$ cat src/rtl/store_buffer.sv
// Posted-store buffer between the pipeline MEM stage and data memory.
// Stores queue in a circular FIFO and drain in order; loads forward, stall or bypass.
module store_buffer #(
  parameter int unsigned DEPTH = 4
) (
  input  logic        clk,
  input  logic        rst_n,
  input  logic [31:0] cpu_addr,
  input  logic [31:0] cpu_write_data,
  input  logic        cpu_memwrite,
  input  logic        cpu_memread,
  input  logic [3:0]  cpu_sign_mask,
  output logic [31:0] cpu_read_data,
  output logic        cpu_stall,
  output logic [31:0] mem_addr,
  output logic [31:0] mem_write_data,
  output logic        mem_memwrite,
  output logic        mem_memread,
  output logic [3:0]  mem_sign_mask,
  input  logic [31:0] mem_read_data,
  input  logic        mem_busy
);

  localparam int unsigned PW = (DEPTH > 1) ? $clog2(DEPTH) : 1;
  localparam int unsigned CW = $clog2(DEPTH + 1);

  typedef enum logic [1:0] {
    DRAIN_IDLE,
    ISSUE,
    WAIT
  } drain_e;

  logic [31:0]   addr_q [DEPTH];
  logic [31:0]   data_q [DEPTH];
  logic [3:0]    mask_q [DEPTH];
  logic [PW-1:0] head_q, tail_q;
  logic [CW-1:0] count_q;
  drain_e        state_q;

  logic          ld_req, st_req, retire, enq;
  logic          hit, fwd_word, fwd, ld_issue;
  logic [31:0]   fwd_data;
  logic [PW-1:0] idx;

  assign ld_req   = cpu_memread & ~cpu_memwrite;
  assign st_req   = cpu_memwrite & ~cpu_memread;
  assign retire   = (state_q == WAIT) && !mem_busy;
  assign enq      = st_req && ((count_q != CW'(DEPTH)) || retire);

  // Scan oldest to newest so the last match seen is the newest matching store.
  always_comb begin
    hit      = 1'b0;
    fwd_word = 1'b0;
    fwd_data = '0;
    idx      = '0;
    for (int unsigned i = 0; i < DEPTH; i++) begin
      idx = head_q + PW'(i);
      if ((CW'(i) < count_q) && (addr_q[idx][31:2] == cpu_addr[31:2])) begin
        hit      = 1'b1;
        fwd_word = mask_q[idx][2];
        fwd_data = data_q[idx];
      end
    end
  end

  assign fwd      = hit && cpu_sign_mask[2] && fwd_word;
  assign ld_issue = ld_req && !hit && (state_q == DRAIN_IDLE) && !mem_busy;

  always_comb begin
    cpu_read_data  = '0;
    cpu_stall      = 1'b0;
    mem_addr       = '0;
    mem_write_data = '0;
    mem_memwrite   = 1'b0;
    mem_memread    = 1'b0;
    mem_sign_mask  = '0;
    if (rst_n) begin
      if (st_req) begin
        cpu_stall = !enq;
      end else if (ld_req) begin
        if (fwd) begin
          cpu_read_data = fwd_data;
        end else if (ld_issue) begin
          mem_memread   = 1'b1;
          mem_addr      = cpu_addr;
          mem_sign_mask = cpu_sign_mask;
          cpu_read_data = mem_read_data;
        end else begin
          cpu_stall = 1'b1;
        end
      end
      // Loads only issue in DRAIN_IDLE, so the write path never collides with them.
      if (state_q != DRAIN_IDLE) begin
        mem_addr       = addr_q[head_q];
        mem_write_data = data_q[head_q];
        mem_sign_mask  = mask_q[head_q];
        mem_memwrite   = (state_q == ISSUE);
      end
    end
  end

  always_ff @(posedge clk) begin
    if (enq) begin
      addr_q[tail_q] <= cpu_addr;
      data_q[tail_q] <= cpu_write_data;
      mask_q[tail_q] <= cpu_sign_mask;
    end
  end

  always_ff @(posedge clk or negedge rst_n) begin
    if (!rst_n) begin
      head_q  <= '0;
      tail_q  <= '0;
      count_q <= '0;
      state_q <= DRAIN_IDLE;
    end else begin
      if (enq)    tail_q <= tail_q + PW'(1);
      if (retire) head_q <= head_q + PW'(1);
      case ({enq, retire})
        2'b10:   count_q <= count_q + CW'(1);
        2'b01:   count_q <= count_q - CW'(1);
        default: count_q <= count_q;
      endcase
      case (state_q)
        DRAIN_IDLE: if ((count_q != '0) && !ld_issue && !mem_busy) state_q <= ISSUE;
        ISSUE:      state_q <= WAIT;
        WAIT:       if (!mem_busy) state_q <= DRAIN_IDLE;
        default:    state_q <= DRAIN_IDLE;
      endcase
    end
  end

endmodule

$ cat config.mk
export PLATFORM = sky130hd
export DESIGN_NAME = store_buffer
export DESIGN_NICKNAME = d
export VERILOG_FILES = /design/src/rtl/store_buffer.sv
export SDC_FILE = /design/constraint.sdc
export NUM_CORES = 1
export LEC_CHECK = 0
export CAP_MARGIN = 20
export CELL_PAD_IN_SITES_DETAIL_PLACEMENT = 1
export CELL_PAD_IN_SITES_GLOBAL_PLACEMENT = 1
export CORE_MARGIN = 2
export CORE_UTILIZATION = 46
export CTS_CLUSTER_SIZE = 8
export DETAILED_ROUTE_END_ITERATION = 8
export GPL_TIMING_DRIVEN = 0
export PLACE_DENSITY = 0.9
export REMOVE_ABC_BUFFERS = 1
export SLEW_MARGIN = 20
export SYNTH_ARGS = -nofsm -noshare
export SYNTH_HDL_FRONTEND = slang
export SYNTH_SLANG_ARGS = --single-unit
$ cat constraint.sdc
create_clock -name clk -period 5.5 [get_ports clk]
set_input_delay 1.1 -clock clk [delete_from_list [all_inputs] [get_ports clk]]
set_output_delay 1.1 -clock clk [all_outputs]
set_load 0.02 [all_outputs]
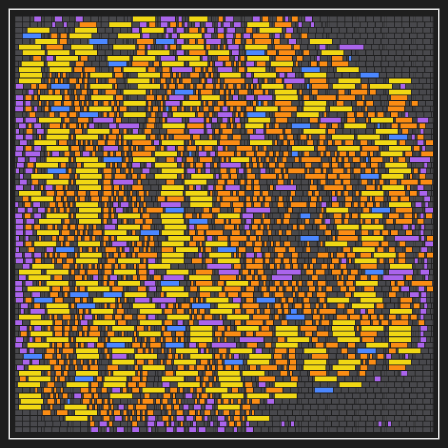
(run_1/class_map.png)
Fill, decap, tap and diode cells in grey.
Key: remaining buffers and delay cells = purple [cells 322]; clock drivers and dummy loads = blue [cells 52]; remaining logic cells = orange [cells 1,236]; registers = yellow [cells 281]
number of core rows: 74
fraction of standard cell area that is sequential: 34.7%
final standard cell utilization of the core: 59.5%

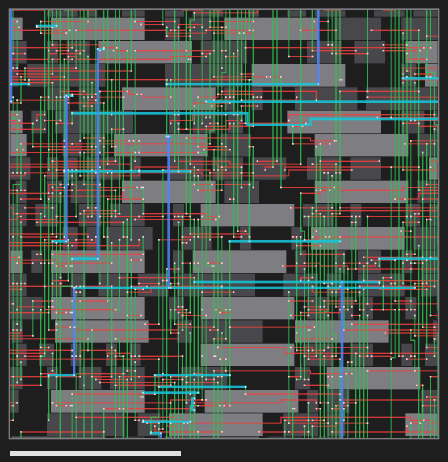
(run_1/closeup.png)
Bar = 20 um. Window x 27 to 77, y 27 to 77 um. Cells in grey, sequential cells in the stronger grey; small squares are vias.
Key: M1 = red; M3 = cyan; M2 = green; M4 = blue
Most frequent: nand2_1 (29), edfxtp_1 (23), o21ai_0 (17). Netlist names of flops here include data_q (23). Sequential cells in the window: 23. 130 logic cells have their middle in the window.

==> notes.md, run 1 <==
The final layout report lists a clock buffer count of 49. Cell internal power was estimated by the tool at 6.86 mW. The die is 207 um tall. In this run the horizontal extent of the chip is 207 um. The tools report the number of global-route vias before repair as 17,497. With the critical path data required time at 4.40 ns, the count of buffers added by post-CTS timing repair for setup is 48. TritonCTS created 41 clock buffers. The tools report the placed cell area as 21,700 um2. There are 281 flip-flops and latches.

The number of maximum-capacitance violations recorded for the run is 0. The flow reports power dissipated in the clock network as 2.32 mW. The run gives 0.893 ns for the slew of the pin with the lowest slew margin. The switching share of power came out at 42.0%. In this run, the number of DRC markers left after iteration 0 of detailed routing was 1,448. In the final report, the number of endpoints failing setup comes to 67. For this design the total switching power over the nets is 4.96 mW. In this run the standard cell core region covers 40,700 um2. The tools report the endpoint kind of the worst setup timing path as an output port. Once layout is done, the placed cells without fillers occupy 24,200 um2.

Traced cell by cell, the critical path runs through buf_12, buf_16, buf_8, mux4_2, xnor2_2, o211ai_1, or3_4, a2111oi_4, buf_6, and3b_1, o41ai_4, a2111oi_4, buf_4, buf_8, buf_12, a22o_1, buf_2. The maximum number of pins on one net before global-route repair was 98. The chip area line of the yosys report came out at 19,000 um2. The final reports fail on setup timing. The max-slew check reports its worst relative slack as 40.2%. Looking at the reg2reg group, the worst path starts from head_q[1]. The top fanout value on the critical path came out at 15. In this run the VDD rail shows a maximum IR drop of 280 uV. Endpoint of the most critical register-to-register path: state_q[0]. The run gives 0 for the yosys warning tally. The final layout report lists a non-clock inverter count of 25. In the layout the commonest cells are sky130_fd_sc_hd__edfxtp_1, sky130_fd_sc_hd__nand2_1, sky130_fd_sc_hd__mux2i_1, sky130_fd_sc_hd__clkdlybuf4s50_1, sky130_fd_sc_hd__o21ai_0. Most frequent standard cell in the layout excluding fill and tap cells: sky130_fd_sc_hd__edfxtp_1.

Per the CTS log, the root buffer master is sky130_fd_sc_hd__clkbuf_16. Counting flops with an async set or reset pin after synthesis yields a share of 3.20%. In this run, the combinational gates consume 56.6% of the power. The worst hold path cell count was 1; the area overhead of the layout relative to synthesis was 27.8%. Counting tap cells, the placed design contains a total of 2,301 instances. The cell count of the worst reg-to-reg path was 11; the total I/O pin count was 208. The area of the multi-input gates is 10,500 um2, and the number of logged tool warnings is 33. The commonest register cell is sky130_fd_sc_hd__edfxtp_1.

The timing report shows that the slowest cell on the worst path is sky130_fd_sc_hd__dfrtp_4. The logs give -0.483 ns for the setup slack of the critical path after layout and 1,211 for the number of multi-input logic gates. The clock network area share was 4.49%.

Per the CTS log, the maximum H-tree level is 2. The type of the setup path with the least slack was flip-flop to output port. The flow reports that the clock network draws 19.7% of the design power. By count the netlist is led by sky130_fd_sc_hd__edfxtp_1, sky130_fd_sc_hd__nand2_1, sky130_fd_sc_hd__mux2i_1, sky130_fd_sc_hd__o21ai_0, sky130_fd_sc_hd__mux2_2.

Start point of the worst min-delay path: count_q[0]. The distinct cell type count after synthesis came out at 75. The run finished, with violations left. In the routed layout, each cell is associated on average with a via count of 6.74.

With the tally of non-filler cells in the final layout at 2,423, the die outline area is 42,800 um2.
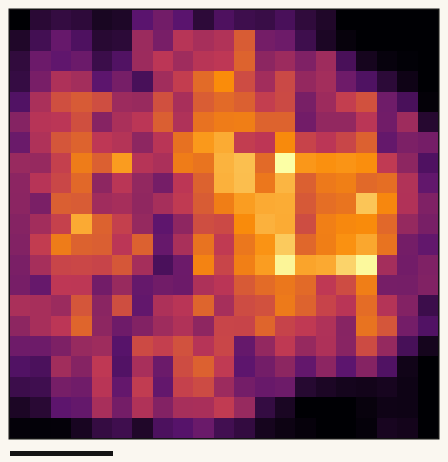
(run_1/route_heat.png)
Bar = 50 um. 21 x 21 tiles, from black (low) to pale yellow (high), scaled to the fullest tile. Values are wire area over tile area, all layers added.
The mean over all tiles is 0.29. The fullest tile reaches 0.71. 6.6% of the tiles are nearly empty.
routed via count: 16,339
GRT Total Usage: 34.0%
wire length after detailed routing: 74,200 um
routed length per placed instance: 30.6 um

## run 1: state kept, by name (all words and copies together) (netlist names)
name and flops:
state_q 2, data_q 128, tail_q 2, mask_q 16
count_q 3, addr_q 128, head_q 2
## run 1: routing by layer
metal / GRT usage (%) / vias up / wire length (um)
li1: - / 6902 / -
met1: 39.8 / 8292 / 27400
met2: 58.2 / 878 / 36800
met3: 7.10 / 261 / 5650
met4: 18.7 / 6 / 4320
met5: 0 / - / 42
## run 1: cells by family after synthesis
family,share of synthesized area (%)
compound gates,15.9
simple gates,9.78
mux,20.7
flops,44.3
buf+inv,4.27
xor+xnor,4.48
fa+ha+maj,0.528
==> run_1/placed.png <==
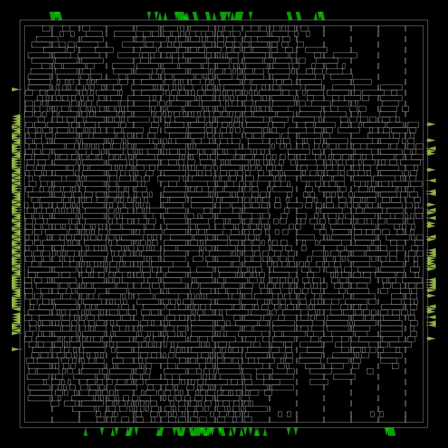

## Run 2: what changed since run 1
--- a/config.mk
+++ b/config.mk
@@ -5,15 +5,15 @@
 export SDC_FILE = /design/constraint.sdc
 export NUM_CORES = 1
 export LEC_CHECK = 0
-export CAP_MARGIN = 20
+export ABC_AREA = 1
 export CELL_PAD_IN_SITES_DETAIL_PLACEMENT = 1
 export CELL_PAD_IN_SITES_GLOBAL_PLACEMENT = 1
 export CORE_MARGIN = 2
-export CORE_UTILIZATION = 46
+export CORE_UTILIZATION = 42
 export CTS_CLUSTER_SIZE = 8
 export DETAILED_ROUTE_END_ITERATION = 8
 export GPL_TIMING_DRIVEN = 0
-export PLACE_DENSITY = 0.9
+export PLACE_DENSITY = 0.91
 export REMOVE_ABC_BUFFERS = 1
 export SLEW_MARGIN = 20
 export SYNTH_ARGS = -nofsm -noshare
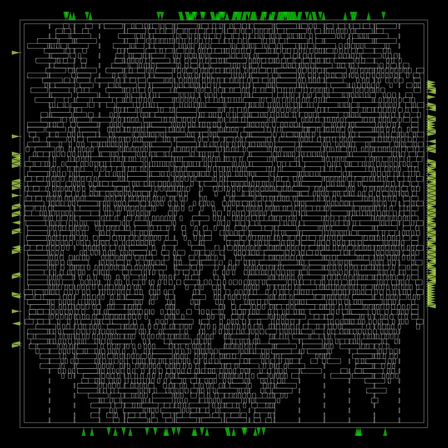
(run_2/placed.png)
registers: 281
Final Instance Count excl. Fillers: 3,862
number of core rows: 81
floorplan core area: 48,600 um2

==> run 2 against run 1 <==
Against the previous run:
- the flow still finishes with violations (setup timing)
- critical path type unchanged
- count of clock-buffer cells in the layout increased by 2
- sequential power decreased by 2%
- die size is 18% higher
- clock power increased by 4%
- combinational power rose by 45%
- synthesized area up 8.4%
- cell area up 8.5%
==> notes.md, run 2 <==
From bottom edge to top edge, the die measures 225 um. Number of global-route vias before repair: 24,636. The basic-gate share of the synthesized area counting and, or, nand and nor cells was 37.2%; the wire length on met2 was 48,200 um.

Dividing the detail-routed wire length by the instance count gives 27.5 um. The run gives 2,999 as the initial DRC count. The worst hold path cell count is 1, and the placed cell area is 23,500 um2.

The worst hold path begins at tail_q[0]. Signal nets in the final route climb as high as met5. The number of warnings reported in the stage logs is 32. The wire length on met3 came out at 11,600 um. The repair_antennas step left the layout with diodes totalling 6.

The most common logic cells in the final layout are sky130_fd_sc_hd__nand2_1, sky130_fd_sc_hd__nand3_1, sky130_fd_sc_hd__inv_1, sky130_fd_sc_hd__edfxtp_1, sky130_fd_sc_hd__o21ai_0. With the multiplexer area fraction after synthesis at 0%, the count of buffers added by post-CTS timing repair for setup is 30. The total I/O pin count was 208; the chip area line of the yosys report was 20,500 um2. For reference, the top cells by count after synthesis are sky130_fd_sc_hd__nand2_1, sky130_fd_sc_hd__nand3_1, sky130_fd_sc_hd__inv_1, sky130_fd_sc_hd__edfxtp_1, sky130_fd_sc_hd__o21ai_0. The proportion of synthesized flip-flops having asynchronous set or reset came out at 3.20%. Counting the fill cells in the layout gives 6,082.

The tools report the die outline area as 50,700 um2. Per STA, the worst path is made up of buf_6, buf_16, nand2_8, nand2_8, buf_12, nand2_1, nand3_1, nand4_1, nor2_1, nand2_1, nor2_2, nand3_1, nand2_1, nor2_4, nand2_8, clkbuf_16, o32ai_1, clkbuf_2. Endpoint of the most critical register-to-register path: data_q[1][8]. CTS root buffer: sky130_fd_sc_hd__clkbuf_16. The met1 layer wirelength in the final routing is 37,900 um. The run gives 106,000 um for the routed wire length. Prevailing post-synth register cell: sky130_fd_sc_hd__edfxtp_1. The met3 demand-to-capacity share in global routing was 7.55%; the area of the multi-input gates was 11,000 um2.

Relative to the synthesized area, the layout overhead comes to 28.0%. In the final layout, the registers with the most flip-flops are addr_q x128, data_q x128, mask_q x16. In the final layout, clock buffers and inverters account for 4.30% of the cell area.

The run gives 25 as the final count of negative-setup-slack endpoints. The critical path maximum fanout is 14. In this run the critical register-to-register path is launched from state_q[0]. The worst slew margin relative to its limit is 26.1%. 2,293 cells are multi-input combinational gates. The final layout report lists a clock buffer count of 51.

With the per-cell via count in the routed design at 6.34, the top cell type's share of synthesized area is 39.8%. The synthesis report lists the Yosys warning total as 0. The post-synthesis adder-cell area fraction was 0.487%. The final reports fail on setup timing. The first global-routing pass estimated 147,000 um of wire.

Per the layout report, the design carries 315 non-clock buffers. The synthesis run identifies the leading combinational cell family as simple AND/OR/NAND/NOR gates. In the final layout, flip-flops and latches take up 32.0% of the cell area. The setup slack of the critical path after layout came out at -0.0682 ns. The worst setup path is of the flip-flop to output port kind. Looking at the max-slew report, the worst-margin pin has a slew of 1.10 ns. The number of cells on the worst reg-to-reg path is 9.

Leaving out fill and tap cells, the most frequent cell in the layout is sky130_fd_sc_hd__nand2_1. The tools report the endpoint kind of the worst setup timing path as an output port. At the worst endpoint, the required time is 4.40 ns. Per the OpenROAD floorplan log, the width of the die is 225 um. The run gives 11.9% for the area share of and-or/or-and cells after synthesis. The run finished, with violations left. The inverter count of the layout excluding clock inverters came out at 290. Note, the detailed placer reported a final HPWL of 60,200 um. The met2 layer usage reported by global route is 63.9%. In this run the most used layer during global routing was met2. The worst-path cell with the longest stage delay is sky130_fd_sc_hd__dfrtp_4.

The highest supply drop recorded on VDD is 298 uV. The shortest period the worst path allows works out to 5.57 ns. The clock H-tree reported by CTS has 2 levels.

The cell-mix breakdown from Yosys lists the XOR/XNOR area share as 0.554%. Distinct cell type count after synthesis: 41. Per the TritonCTS log, the buffer count is 41. Entering global routing, the biggest net connects 83 pins.

The highest clock rate this design can be run at is 180 MHz. The cell area after layout was 26,300 um2; the met1 usage in global routing was 45.4%. The number of maximum-capacitance violations is 0.
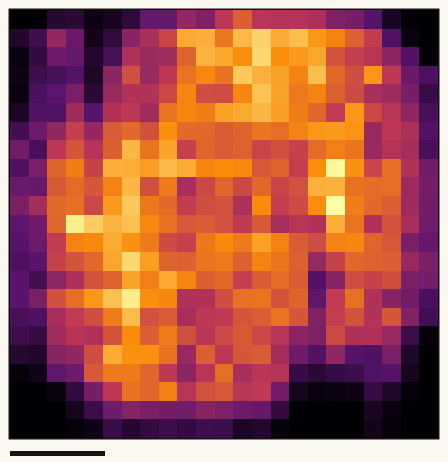
(run_2/route_heat.png)
Bar = 50 um. 23 x 23 tiles, from black (low) to pale yellow (high), scaled to the fullest tile. Values are wire area over tile area, all layers added.
6.6% of the tiles are nearly empty. The emptiest ninth of the die: bottom right. 51% of the tiles are over half the peak. The fullest tile reaches 0.79. The mean over all tiles is 0.37.
routed via count: 24,503
GRT Total Usage: 38.5%

[run 2: through the flow]
stage	util, %	std cells	power (mW)
3_3_place_gp	46.5	3672	9.28
6_report	54.0	3862	14.9
2_1_floorplan	-	2843	7.68
4_1_cts	52.6	3812	13.6
3_5_place_dp	48.2	3703	10.3
5_1_grt	54.0	3861	15.4
[run 2: cell families (layout without fill, tap and decap cells)]
logic type,count (synthesis),in the layout
AND/OR/NAND/NOR,1855,1872
AND-OR/OR-AND,400,400
flip-flops,281,281
XOR/XNOR,13,13
adder cells (fa/ha/maj),8,8
other,0,6
buffers and inverters,454,660
[run 2: report_power, final]
group,switching (mW),total [mW],internal [mW]
logic,6.86,9.70,2.84
registers,0.137,2.76,2.62
clock network,1.04,2.41,1.37
total,8.03,14.9,6.84
Power figures rest on the tool's default switching activity, not on a simulated workload.
